**config.mk**
```make
export PLATFORM = sky130hd
export DESIGN_NAME = syn_lb_csr_bank_flat
export DESIGN_NICKNAME = d
export VERILOG_FILES = /design/src/rtl/syn_global_pkg.sv /design/src/rtl/syn_lb_csr_bank_if.sv /design/src/rtl/syn_sat_cntr.sv /design/src/rtl/syn_lb_csr_bank.sv /design/src/flat_wrapper.sv
export SDC_FILE = /design/constraint.sdc
export NUM_CORES = 1
export LEC_CHECK = 0
export CAP_MARGIN = 20
export CORE_MARGIN = 3
export CORE_UTILIZATION = 39
export DETAILED_ROUTE_END_ITERATION = 7
export GPL_TIMING_DRIVEN = 0
export PLACE_DENSITY = 0.75
export SLEW_MARGIN = 20
export SYNTH_ARGS = -nofsm -noshare
export SYNTH_HDL_FRONTEND = slang
export SYNTH_SLANG_ARGS = --single-unit
export TNS_END_PERCENT = 100
```
**constraint.sdc**
```tcl
create_clock -name clk_ir -period 2.05 [get_ports clk_ir]
set_input_delay 0.41 -clock clk_ir [delete_from_list [all_inputs] [get_ports clk_ir]]
set_output_delay 0.41 -clock clk_ir [all_outputs]
set_load 0.05 [all_outputs]
```
**src/rtl/syn_global_pkg.sv**
```systemverilog
// Shared CSR offsets, read-default value and decode types for the LB register banks.
package syn_global_pkg;

  localparam int P_CSR_STATUS_OFF   = 'h00;
  localparam int P_CSR_IRQ_MASK_OFF = 'h01;
  localparam int P_CSR_CTRL_OFF     = 'h08;
  localparam int P_CSR_CNTR_OFF     = 'h10;

  localparam logic [31:0] P_CSR_RD_DFLT = 32'hdeadbabe;
  localparam int          P_CSR_CNTR_W  = 16;

  typedef enum logic [2:0] {
    CSR_SEL_NONE,
    CSR_SEL_STATUS,
    CSR_SEL_MASK,
    CSR_SEL_CTRL,
    CSR_SEL_CNTR
  } csr_sel_e;

endpackage

```
**src/rtl/syn_lb_csr_bank_if.sv**
```systemverilog
// Local-bus transaction bundle: strobes, address and data toward the bank, acks and read data back.
interface syn_lb_csr_bank_if #(
  parameter int ADDR_W = 8,
  parameter int DATA_W = 32
) ();

  logic              wr_en;
  logic              rd_en;
  logic [ADDR_W-1:0] addr;
  logic [DATA_W-1:0] wr_data;
  logic              wr_valid;
  logic              rd_valid;
  logic [DATA_W-1:0] rd_data;

  modport master (
    output wr_en, rd_en, addr, wr_data,
    input  wr_valid, rd_valid, rd_data
  );

  modport slave (
    input  wr_en, rd_en, addr, wr_data,
    output wr_valid, rd_valid, rd_data
  );

endinterface

```
**src/rtl/syn_sat_cntr.sv**
```systemverilog
// Saturating up-counter; a clear coinciding with an increment restarts the count at 1.
module syn_sat_cntr #(
  parameter int W = 16
) (
  input  logic         clk_ir,
  input  logic         rst_ir,
  input  logic         clr,
  input  logic         inc,
  output logic [W-1:0] cnt
);

  always_ff @(posedge clk_ir or posedge rst_ir) begin
    if (rst_ir) begin
      cnt <= '0;
    end else if (clr) begin
      cnt <= inc ? W'(1) : '0;
    end else if (inc && (cnt != '1)) begin
      cnt <= cnt + W'(1);
    end
  end

endmodule

```
**src/rtl/syn_lb_csr_bank.sv**
```systemverilog
// LB control/status register bank: control regs, sticky status, irq mask and registered irq.
// Optional per-status-bit event counters are built when SYN_LB_CSR_EVNT_CNTR_EN is defined.
module syn_lb_csr_bank
  import syn_global_pkg::*;
#(
  parameter int                 DATA_W       = 32,
  parameter int                 ADDR_W       = 8,
  parameter logic [ADDR_W-1:0]  BASE_ADDR    = 8'h00,
  parameter int                 NUM_CTRL     = 1,
  parameter int                 NUM_STS      = 2,
  parameter logic [DATA_W-1:0]  CTRL_RST_VAL = '0
) (
  input  logic                         clk_ir,
  input  logic                         rst_ir,
  syn_lb_csr_bank_if.slave             lb,
  output logic [NUM_CTRL*DATA_W-1:0]   ctrl_regs,
  input  logic [NUM_STS-1:0]           sts_evnt,
  output logic                         irq
);

  logic [ADDR_W-1:0]  off;
  logic               borrow;
  logic               in_blk;
  csr_sel_e           dec_sel;
  logic [3:0]         dec_idx;

  logic [NUM_STS-1:0] sticky_q;
  logic [NUM_STS-1:0] sticky_nxt;
  logic [NUM_STS-1:0] sts_clr;
  logic [NUM_STS-1:0] mask_q;
  logic [NUM_STS-1:0] mask_nxt;
  logic [DATA_W-1:0]  ctrl_q [NUM_CTRL];
  logic [DATA_W-1:0]  rd_mux;

  // The borrow of the offset subtraction marks addresses below the block base.
  assign {borrow, off} = {1'b0, lb.addr} - {1'b0, BASE_ADDR};
  assign in_blk        = ~borrow;

  always_comb begin
    dec_sel = CSR_SEL_NONE;
    dec_idx = '0;
    if (in_blk) begin
      if (off == ADDR_W'(P_CSR_STATUS_OFF)) begin
        dec_sel = CSR_SEL_STATUS;
      end else if (off == ADDR_W'(P_CSR_IRQ_MASK_OFF)) begin
        dec_sel = CSR_SEL_MASK;
      end
      for (int i = 0; i < NUM_CTRL; i++) begin
        if (off == ADDR_W'(P_CSR_CTRL_OFF + i)) begin
          dec_sel = CSR_SEL_CTRL;
          dec_idx = 4'(i);
        end
      end
`ifdef SYN_LB_CSR_EVNT_CNTR_EN
      for (int i = 0; i < NUM_STS; i++) begin
        if (off == ADDR_W'(P_CSR_CNTR_OFF + i)) begin
          dec_sel = CSR_SEL_CNTR;
          dec_idx = 4'(i);
        end
      end
`endif
    end
  end

`ifdef SYN_LB_CSR_EVNT_CNTR_EN
  logic [P_CSR_CNTR_W-1:0] cnt_val [NUM_STS];

  for (genvar g = 0; g < NUM_STS; g++) begin : g_cntr
    syn_sat_cntr #(.W(P_CSR_CNTR_W)) u_cntr (
      .clk_ir (clk_ir),
      .rst_ir (rst_ir),
      .clr    (lb.rd_en && (dec_sel == CSR_SEL_CNTR) && (dec_idx == 4'(g))),
      .inc    (sts_evnt[g]),
      .cnt    (cnt_val[g])
    );
  end
`endif

  // Read mux sees pre-write register values, so a same-cycle read+write returns old data.
  always_comb begin
    rd_mux = DATA_W'(P_CSR_RD_DFLT);
    case (dec_sel)
      CSR_SEL_STATUS: begin
        rd_mux                = '0;
        rd_mux[NUM_STS-1:0]   = sticky_q;
      end
      CSR_SEL_MASK: begin
        rd_mux                = '0;
        rd_mux[NUM_STS-1:0]   = mask_q;
      end
      CSR_SEL_CTRL: begin
        for (int i = 0; i < NUM_CTRL; i++) begin
          if (dec_idx == 4'(i)) rd_mux = ctrl_q[i];
        end
      end
`ifdef SYN_LB_CSR_EVNT_CNTR_EN
      CSR_SEL_CNTR: begin
        for (int i = 0; i < NUM_STS; i++) begin
          if (dec_idx == 4'(i)) rd_mux = DATA_W'(cnt_val[i]);
        end
      end
`endif
      default: ;
    endcase
  end

  // Events OR in after the clear so an event coinciding with a clear is kept.
  always_comb begin
    sts_clr = '0;
    if (dec_sel == CSR_SEL_STATUS) begin
      if (lb.rd_en) sts_clr = '1;
      if (lb.wr_en) sts_clr = sts_clr | lb.wr_data[NUM_STS-1:0];
    end
    sticky_nxt = (sticky_q & ~sts_clr) | sts_evnt;
    mask_nxt   = (lb.wr_en && (dec_sel == CSR_SEL_MASK)) ? lb.wr_data[NUM_STS-1:0] : mask_q;
  end

  always_ff @(posedge clk_ir or posedge rst_ir) begin
    if (rst_ir) begin
      sticky_q    <= '0;
      mask_q      <= '0;
      irq         <= 1'b0;
      lb.rd_valid <= 1'b0;
      lb.wr_valid <= 1'b0;
      lb.rd_data  <= '0;
      for (int i = 0; i < NUM_CTRL; i++) ctrl_q[i] <= CTRL_RST_VAL;
    end else begin
      sticky_q    <= sticky_nxt;
      mask_q      <= mask_nxt;
      irq         <= |(sticky_nxt & mask_nxt);
      lb.rd_valid <= lb.rd_en;
      lb.wr_valid <= lb.wr_en;
      if (lb.rd_en) lb.rd_data <= rd_mux;
      for (int i = 0; i < NUM_CTRL; i++) begin
        if (lb.wr_en && (dec_sel == CSR_SEL_CTRL) && (dec_idx == 4'(i))) ctrl_q[i] <= lb.wr_data;
      end
    end
  end

  for (genvar g = 0; g < NUM_CTRL; g++) begin : g_ctrl_out
    assign ctrl_regs[g*DATA_W +: DATA_W] = ctrl_q[g];
  end

endmodule

```
**src/flat_wrapper.sv**
```systemverilog
// flat-port wrapper written by rule: the top's interface ports become plain ports
module syn_lb_csr_bank_flat import syn_global_pkg::*;
#(
  parameter int                 DATA_W       = 32,
  parameter int                 ADDR_W       = 8,
  parameter logic [ADDR_W-1:0]  BASE_ADDR    = 8'h00,
  parameter int                 NUM_CTRL     = 1,
  parameter int                 NUM_STS      = 2,
  parameter logic [DATA_W-1:0]  CTRL_RST_VAL = '0
)
  (clk_ir, rst_ir, ctrl_regs, sts_evnt, irq, lb_wr_en, lb_rd_en, lb_addr, lb_wr_data, lb_wr_valid, lb_rd_valid, lb_rd_data);
  syn_lb_csr_bank_if #(.ADDR_W(ADDR_W), .DATA_W(DATA_W)) lb_i ();
  input  logic clk_ir;
  input  logic rst_ir;
  output logic [NUM_CTRL*DATA_W-1:0] ctrl_regs;
  input  logic [NUM_STS-1:0] sts_evnt;
  output logic irq;
  input wire logic [$bits(lb_i.wr_en)-1:0] lb_wr_en;
  input wire logic [$bits(lb_i.rd_en)-1:0] lb_rd_en;
  input wire logic [$bits(lb_i.addr)-1:0] lb_addr;
  input wire logic [$bits(lb_i.wr_data)-1:0] lb_wr_data;
  output wire logic [$bits(lb_i.wr_valid)-1:0] lb_wr_valid;
  output wire logic [$bits(lb_i.rd_valid)-1:0] lb_rd_valid;
  output wire logic [$bits(lb_i.rd_data)-1:0] lb_rd_data;
  assign lb_i.wr_en = lb_wr_en;
  assign lb_i.rd_en = lb_rd_en;
  assign lb_i.addr = lb_addr;
  assign lb_i.wr_data = lb_wr_data;
  assign lb_wr_valid = lb_i.wr_valid;
  assign lb_rd_valid = lb_i.rd_valid;
  assign lb_rd_data = lb_i.rd_data;
  syn_lb_csr_bank #(.DATA_W(DATA_W), .ADDR_W(ADDR_W), .BASE_ADDR(BASE_ADDR), .NUM_CTRL(NUM_CTRL), .NUM_STS(NUM_STS), .CTRL_RST_VAL(CTRL_RST_VAL)) u_core (.clk_ir(clk_ir), .rst_ir(rst_ir), .lb(lb_i), .ctrl_regs(ctrl_regs), .sts_evnt(sts_evnt), .irq(irq));
endmodule
```
Fig. 1: routed metal, one colour a layer
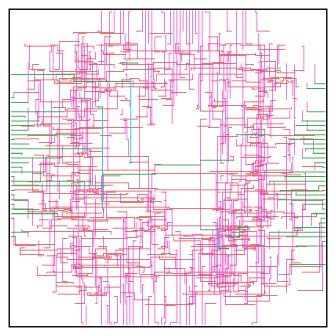
Cyan stands for M4, wire length 59.2 um. Green stands for M3, wire length 549 um. Magenta stands for M2, wire length 3720 um. Red stands for M1, wire length 3120 um.
vias: 2241
DR WL/cell: 16.0 um
Detailed Route WL: 7440 um
Total Routing Usage GR: 0.178

Fig. 2: ports around the boundary
Pins as bars across the die edge, other pins in grey.
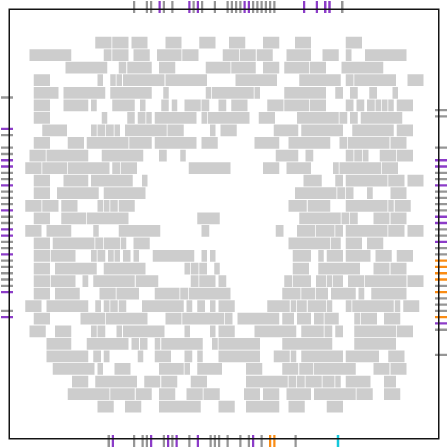
Cyan stands for irq, pins 1, direction output, edge bottom. Purple stands for ctrl_regs, pins 32, direction output, edge 10 left, 9 top, 7 right, 6 bottom. Orange stands for lb_addr, pins 8, direction input, edge 6 right, 2 bottom.
Port-buffer cells: 112
Die Y: 92.7 um
Die Width: 92.7 um

Fig. 3: placed cells, one colour a class
Fill, decap, tap and diode cells in grey.
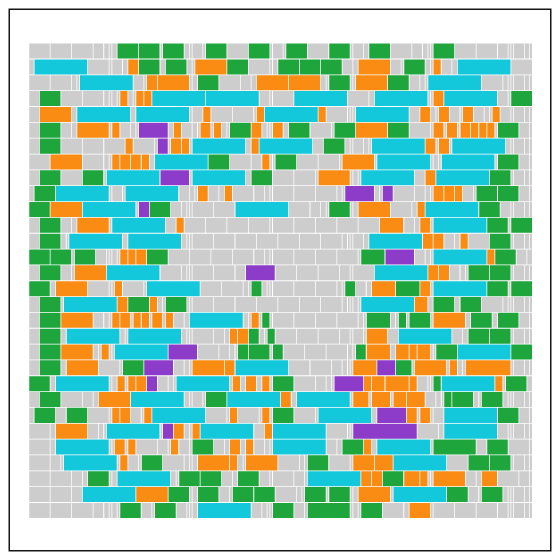
Cyan stands for registers, cells 71, share of their area 41%. Orange stands for remaining logic cells, cells 153, share of their area 25%. Green stands for remaining buffers and delay cells, cells 129, share of their area 29%. Purple stands for clock drivers and dummy loads, cells 16, share of their area 4.4%.
Seq area share: 0.402
Core Util, Final: 0.626
core area: 7060 sq um
# rows: 30

==> impl_metrics.json <==
{
  "ys_types": 25,
  "setup_viol": 0,
  "viasPerCell": 4.82,
  "rr_endpoint": "u_core.lb.rd_data[0]",
  "cpLargestDelayFamily": "buffers and inverters",
  "synth_cells": 238,
  "fin_crit_ps": 1970,
  "cts.sinks": 71,
  "simple_gate_share": 0.107,
  "cp.required_ps": 1640,
  "flop-count": 71,
  "whs_ps": 356,
  "regArea_sq_um": 1780,
  "final-nonclk-buf-share": 0.283,
  "top_layer": "met4",
  "post-synth-top-count-cell": "dfrtp_1",
  "rsz0062_at_grt": "false",
  "crit_start": "u_core.ctrl_regs[23]",
  "clock_skew_ps": 10.4,
  "largest_cell_class": "flip-flops and latches",
  "netlist_area_sq_um": 2930,
  "edf_count": 0,
  "layout.cells.most_common_list": "112 x clkdlybuf4s50_1, 71 x dfrtp_1, 30 x mux2_4",
  "power_density_nw_per_um2": 677,
  "common_cells": "71 x dfrtp_1, 30 x mux2_4, 26 x a21oi_1, 26 x nor2_1, 23 x nand2_1",
  "dr.pass1.iters": 4,
  "peakVddDrop_mv": 0.336,
  "clkSlewWorstSetupHoldPaths_ps": 80,
  "status": "completed",
  "antenna_found_initial": 0,
  "logic_gates": 142,
  "drive_above_1_share": 0.176,
  "critPathSlowestCell": "clkdlybuf4s50_1",
  "place.gp.congestion": 0.755,
  "area_growth_pct": 50.5,
  "top_area_frac": 0.606,
  "ys_chip_area_sq_um": 2930,
  "post_cts_buffers": 0,
  "wl_met3_um": 548,
  "sh_comb_area": 0.234,
  "swShare": 0.266
}
==> state kept, by name, indices dropped and copies added (netlist names) <==
register and count:
u_core.ctrl_regs 32, u_core.lb.rd_data 32, u_core.lb.wr_valid 1, u_core.irq 1, u_core.lb.rd_valid 1, u_core.mask_q 2
u_core.sticky_q 2
==> metal layers <==
metal | global-route usage | vias to the layer above
li1 | - | 1054
met4 | 0.0549 | 0
met3 | 0.0520 | 7
met5 | 0 | -
met1 | 0.223 | 1098
met2 | 0.299 | 82
==> power by group through the flow <==
stage / combinational, uW / sequential, uW / clock, uW
global placement: 425 / 1500 / 0
detailed placement: 442 / 1500 / 0
floorplan: 96.4 / 1630 / 0
global route: 464 / 1480 / 1160
CTS: 445 / 1470 / 1100
finish: 440 / 1470 / 1080
Power figures rest on the tool's default switching activity, not on a simulated workload.
